--- src/rtl/alu_acc_stage_pkg.sv ---
// Shared opcode constants, default datapath width and buffer state type for alu_acc_stage.
package alu_acc_stage_pkg;

    localparam int ALU_W = 16;

    localparam logic [3:0] ALU_OP_NOP  = 4'd0;
    localparam logic [3:0] ALU_OP_LOAD = 4'd1;
    localparam logic [3:0] ALU_OP_OR   = 4'd2;
    localparam logic [3:0] ALU_OP_AND  = 4'd3;
    localparam logic [3:0] ALU_OP_XOR  = 4'd4;
    localparam logic [3:0] ALU_OP_NOT  = 4'd5;
    localparam logic [3:0] ALU_OP_ADD  = 4'd6;
    localparam logic [3:0] ALU_OP_SUB  = 4'd7;
    localparam logic [3:0] ALU_OP_CLR  = 4'd8;

    typedef enum logic {
        EMPTY = 1'b0,
        FULL  = 1'b1
    } buf_state_t;

    // Opcodes 9-15 behave like NOP, so only LOAD..CLR touch any state.
    function automatic logic is_active_op(input logic [3:0] op);
        return (op >= ALU_OP_LOAD) && (op <= ALU_OP_CLR);
    endfunction

endpackage

--- src/rtl/alu_logic_unit.sv ---
// Combinational result/flag generator for alu_acc_stage: bitwise units, adder and opcode select.
// ALU_ACC_OVF_FLAG_EN adds a signed-overflow output for ADD/SUB.
module alu_logic_unit
    import alu_acc_stage_pkg::*;
#(
    parameter int WIDTH = ALU_W
) (
    input  logic [3:0]       op,
    input  logic [WIDTH-1:0] a,
    input  logic [WIDTH-1:0] b,
    output logic [WIDTH-1:0] result,
    output logic             carry
`ifdef ALU_ACC_OVF_FLAG_EN
    ,
    output logic             ovf
`endif
);

    logic [WIDTH-1:0] or16_res;
    logic [WIDTH-1:0] and_res;
    logic [WIDTH-1:0] xor_res;
    logic [WIDTH:0]   sum;
    logic [WIDTH:0]   diff;

    assign or16_res = a | b;
    assign and_res  = a & b;
    assign xor_res  = a ^ b;
    assign sum      = {1'b0, a} + {1'b0, b};
    assign diff     = {1'b0, a} - {1'b0, b};

    // SUB reports not-borrow, so carry is set when a >= b unsigned.
    always_comb begin
        result = a;
        carry  = 1'b0;
        case (op)
            ALU_OP_LOAD: result = b;
            ALU_OP_OR:   result = or16_res;
            ALU_OP_AND:  result = and_res;
            ALU_OP_XOR:  result = xor_res;
            ALU_OP_NOT:  result = ~a;
            ALU_OP_ADD: begin
                result = sum[WIDTH-1:0];
                carry  = sum[WIDTH];
            end
            ALU_OP_SUB: begin
                result = diff[WIDTH-1:0];
                carry  = ~diff[WIDTH];
            end
            ALU_OP_CLR:  result = '0;
            default:     result = a;
        endcase
    end

`ifdef ALU_ACC_OVF_FLAG_EN
    always_comb begin
        ovf = 1'b0;
        case (op)
            ALU_OP_ADD: ovf = (a[WIDTH-1] == b[WIDTH-1]) && (sum[WIDTH-1] != a[WIDTH-1]);
            ALU_OP_SUB: ovf = (a[WIDTH-1] != b[WIDTH-1]) && (diff[WIDTH-1] != a[WIDTH-1]);
            default:    ovf = 1'b0;
        endcase
    end
`endif

endmodule

--- src/rtl/alu_acc_stage.sv ---
// Registered accumulator stage with a one-entry valid/ready result buffer and accepted-command counter.
// ALU_ACC_OVF_FLAG_EN adds the registered out_ovf flag.
module alu_acc_stage
    import alu_acc_stage_pkg::*;
#(
    parameter int WIDTH = ALU_W,
    parameter int CNT_W = 8
) (
    input  logic             clk,
    input  logic             rst,
    input  logic             in_valid,
    output logic             in_ready,
    input  logic [3:0]       in_op,
    input  logic [WIDTH-1:0] in_b,
    output logic             out_valid,
    input  logic             out_ready,
    output logic [WIDTH-1:0] out_data,
    output logic             out_zero,
    output logic             out_neg,
    output logic             out_carry,
`ifdef ALU_ACC_OVF_FLAG_EN
    output logic             out_ovf,
`endif
    output logic [WIDTH-1:0] acc,
    output logic [CNT_W-1:0] op_count
);

    buf_state_t       state;
    buf_state_t       state_next;
    logic             accept;
    logic             load;
    logic [WIDTH-1:0] alu_result;
    logic             alu_carry;
`ifdef ALU_ACC_OVF_FLAG_EN
    logic             alu_ovf;
`endif

    assign out_valid = (state == FULL);
    assign in_ready  = !out_valid || out_ready;
    assign accept    = in_valid && in_ready;
    assign load      = accept && is_active_op(in_op);

    alu_logic_unit #(
        .WIDTH (WIDTH)
    ) u_logic (
        .op     (in_op),
        .a      (acc),
        .b      (in_b),
        .result (alu_result),
        .carry  (alu_carry)
`ifdef ALU_ACC_OVF_FLAG_EN
        ,
        .ovf    (alu_ovf)
`endif
    );

    always_ff @(posedge clk) begin
        if (rst) begin
            state <= EMPTY;
        end else begin
            state <= state_next;
        end
    end

    // A new result always wins over a simultaneous drain, keeping the buffer full.
    always_comb begin
        state_next = state;
        if (load) begin
            state_next = FULL;
        end else if ((state == FULL) && out_ready) begin
            state_next = EMPTY;
        end
    end

    always_ff @(posedge clk) begin
        if (rst) begin
            acc       <= '0;
            out_data  <= '0;
            out_zero  <= 1'b0;
            out_neg   <= 1'b0;
            out_carry <= 1'b0;
`ifdef ALU_ACC_OVF_FLAG_EN
            out_ovf   <= 1'b0;
`endif
            op_count  <= '0;
        end else if (load) begin
            acc       <= alu_result;
            out_data  <= alu_result;
            out_zero  <= (alu_result == '0);
            out_neg   <= alu_result[WIDTH-1];
            out_carry <= alu_carry;
`ifdef ALU_ACC_OVF_FLAG_EN
            out_ovf   <= alu_ovf;
`endif
            op_count  <= op_count + CNT_W'(1);
        end
    end

endmodule

--- config.mk ---
export PLATFORM = sky130hd
export DESIGN_NAME = alu_acc_stage
export DESIGN_NICKNAME = d
export VERILOG_FILES = /design/src/rtl/alu_acc_stage_pkg.sv /design/src/rtl/alu_logic_unit.sv /design/src/rtl/alu_acc_stage.sv
export SDC_FILE = /design/constraint.sdc
export NUM_CORES = 1
export LEC_CHECK = 0
export CAP_MARGIN = 20
export CORE_AREA = 3 3 89 91
export DETAILED_ROUTE_END_ITERATION = 12
export DIE_AREA = 0 0 92 94
export HOLD_SLACK_MARGIN = 0.05
export PLACE_DENSITY = 0.95
export SLEW_MARGIN = 15
export SYNTH_ARGS = -nofsm -noshare
export SYNTH_HDL_FRONTEND = slang
export SYNTH_HIERARCHICAL = 1
export SYNTH_SLANG_ARGS = --single-unit
--- constraint.sdc ---
create_clock -name clk -period 6.85 [get_ports clk]
set_clock_uncertainty 0.2 [all_clocks]
set_input_delay 1.0275 -clock clk [delete_from_list [all_inputs] [get_ports clk]]
set_output_delay 1.0275 -clock clk [all_outputs]
set_load 0.02 [all_outputs]
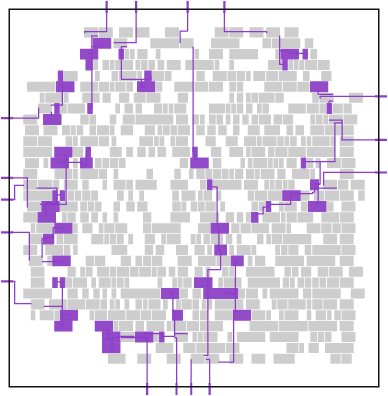
**Above:** wires at chosen ports, followed through buffers.
(4 px per µm)
Key: purple = `in_b` [bits 16, direction input, end cells 56, wire 567 µm]
port bufs: 68
# IOs: 69

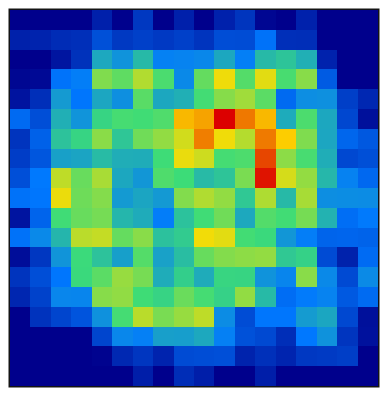
**Above:** signal metal coverage by tile.
(4 px per µm) The die is cut into 18 by 19 equal tiles; dark blue is low, red is high, scaled to the fullest tile. Values are wire area over tile area, all layers added.
28% of the tiles are over half the peak. 14% of the tiles are nearly empty. The fullest tile reaches 0.83.

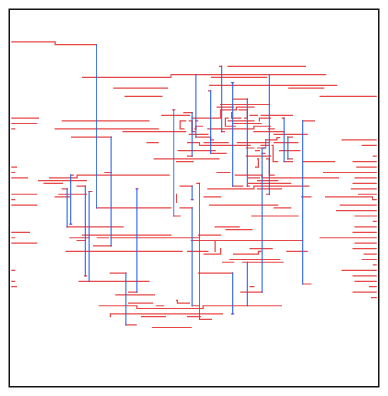
**Above:** metal layers overlaid.
(4 px per µm) Only two layers are drawn.
Key: blue = metal 4 [wire length 515 µm]; red = metal 3 [wire length 1,330 µm]
vias: 4,584
wire per inst: 18.7 µm
gr usage total: 30.8%
drt total wl: 13,400 µm

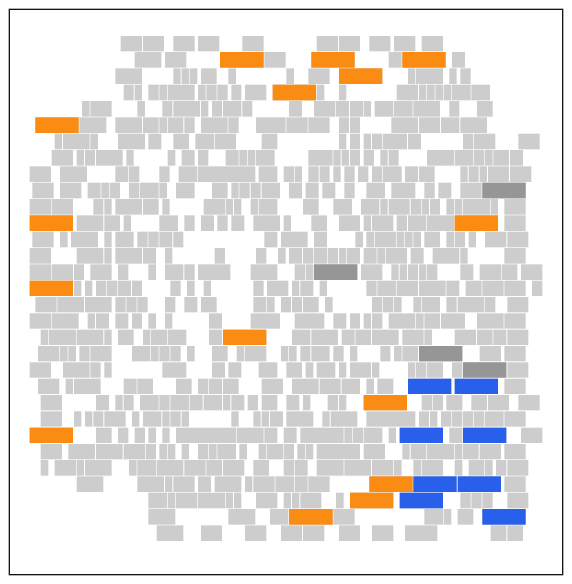
**Above:** register map, names as in the netlist.
(6 px per µm) Other sequential cells in the stronger grey, the rest of the logic in the fainter grey.
Key: orange = `acc` [sequential cells 15, where all over the die]; blue = `op_count` [sequential cells 8, where bottom right]
Another 4 sequential cells are not coloured.
Seq group: 176 µW
Reg area: 541 µm²
Finished Core Util: 68.0%
flop share of the area: 11.0%

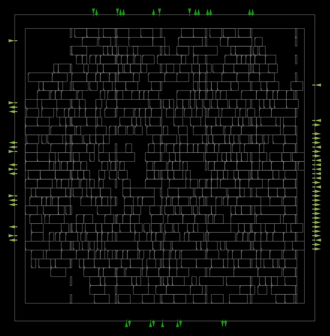
**Above:** cell placement.
TAP cells: 99
CORE AREA: 7210 µm²
sequential cell count: 27

-- how the worst min path moves through the flow --
| stage | start | to | slack, ns | cells after the start |
|---|---|---|---|---|
| after CTS | out_zero | out_zero | 0.29 | 2 |
| after floorplan | out_zero | out_zero | 0.33 | 2 |
| after global routing | out_zero | out_zero | 0.32 | 2 |
| final | out_zero | out_zero | 0.29 | 2 |
| after global placement | op_count[7] | op_count[7] | 0.26 | 2 |
| after detailed placement | out_zero | out_zero | 0.27 | 2 |
-- sequential cells by signal, summed over array words and instances, names as in the netlist --
| register | count |
|---|---|
| out_neg | 1 |
| out_carry | 1 |
| out_zero | 1 |
| out_valid | 1 |
| acc | 15 |
| op_count | 8 |
-- where the power goes --
group          leakage (µW)  switching (µW)  internal (µW)
clock             0.0000261            67.1           43.1
combinational       0.00183             168            115
sequential         0.000219            12.9            163
==> flow_summary.ini <==
; yosys + openroad results
[worst_setup_path]
critPathKind = in2reg
cp_slowest_cell = clkdlybuf4s50_1
path_common_cell = a31oi_1
arrival_ns = 4.96
rr_startpoint = acc[0]
cpLargestDelayFamily = AND-OR/OR-AND gates
cp.depth = 16
cp_max_fo = 4

[logic_synthesis]
largest_area_cell = ha_1
top_logic_kind = AND-OR/OR-AND gates
yosysChipArea_um2 = 4280
top_area_share_pct = 16.7

[final_timing]
final.setup.worst_slack_ns = 1.93
rsz0062_at_grt = false
maxSlewHeadroom_pct = 41.3

[die]
die_y_um = 94
chipArea_um2 = 8650

[status]
outcome = finished clean

[cells_and_area]
buf_share_pct = 15.3
nClkBuffers = 3
buffers = 77
diodes = 0
fill_cells = 613
syn2layout_area_growth_pct = 14.7

[clock_tree]
hold_buffers = 0
cts.path.max_buffers = 2
numCtsBuffers = 3
cts_resized = 0

[drt]
drtIter0Drc = 555
highest-signal-layer = met4
wl_met2_um = 5860
via_per_inst = 6.41
wl_met3_um = 1330

[grt]
grt.busiest_layer = met2

[power]
peakVddDrop_mv = 0.0949
p_leak_uw = 0.00208

[placement]
dp_cells = 710
gp_congestion = 1.13
dpl.hpwl_um = 9710

[run]
warning_count = 66
No activity file was given, so power comes from the tool's default toggle rates.
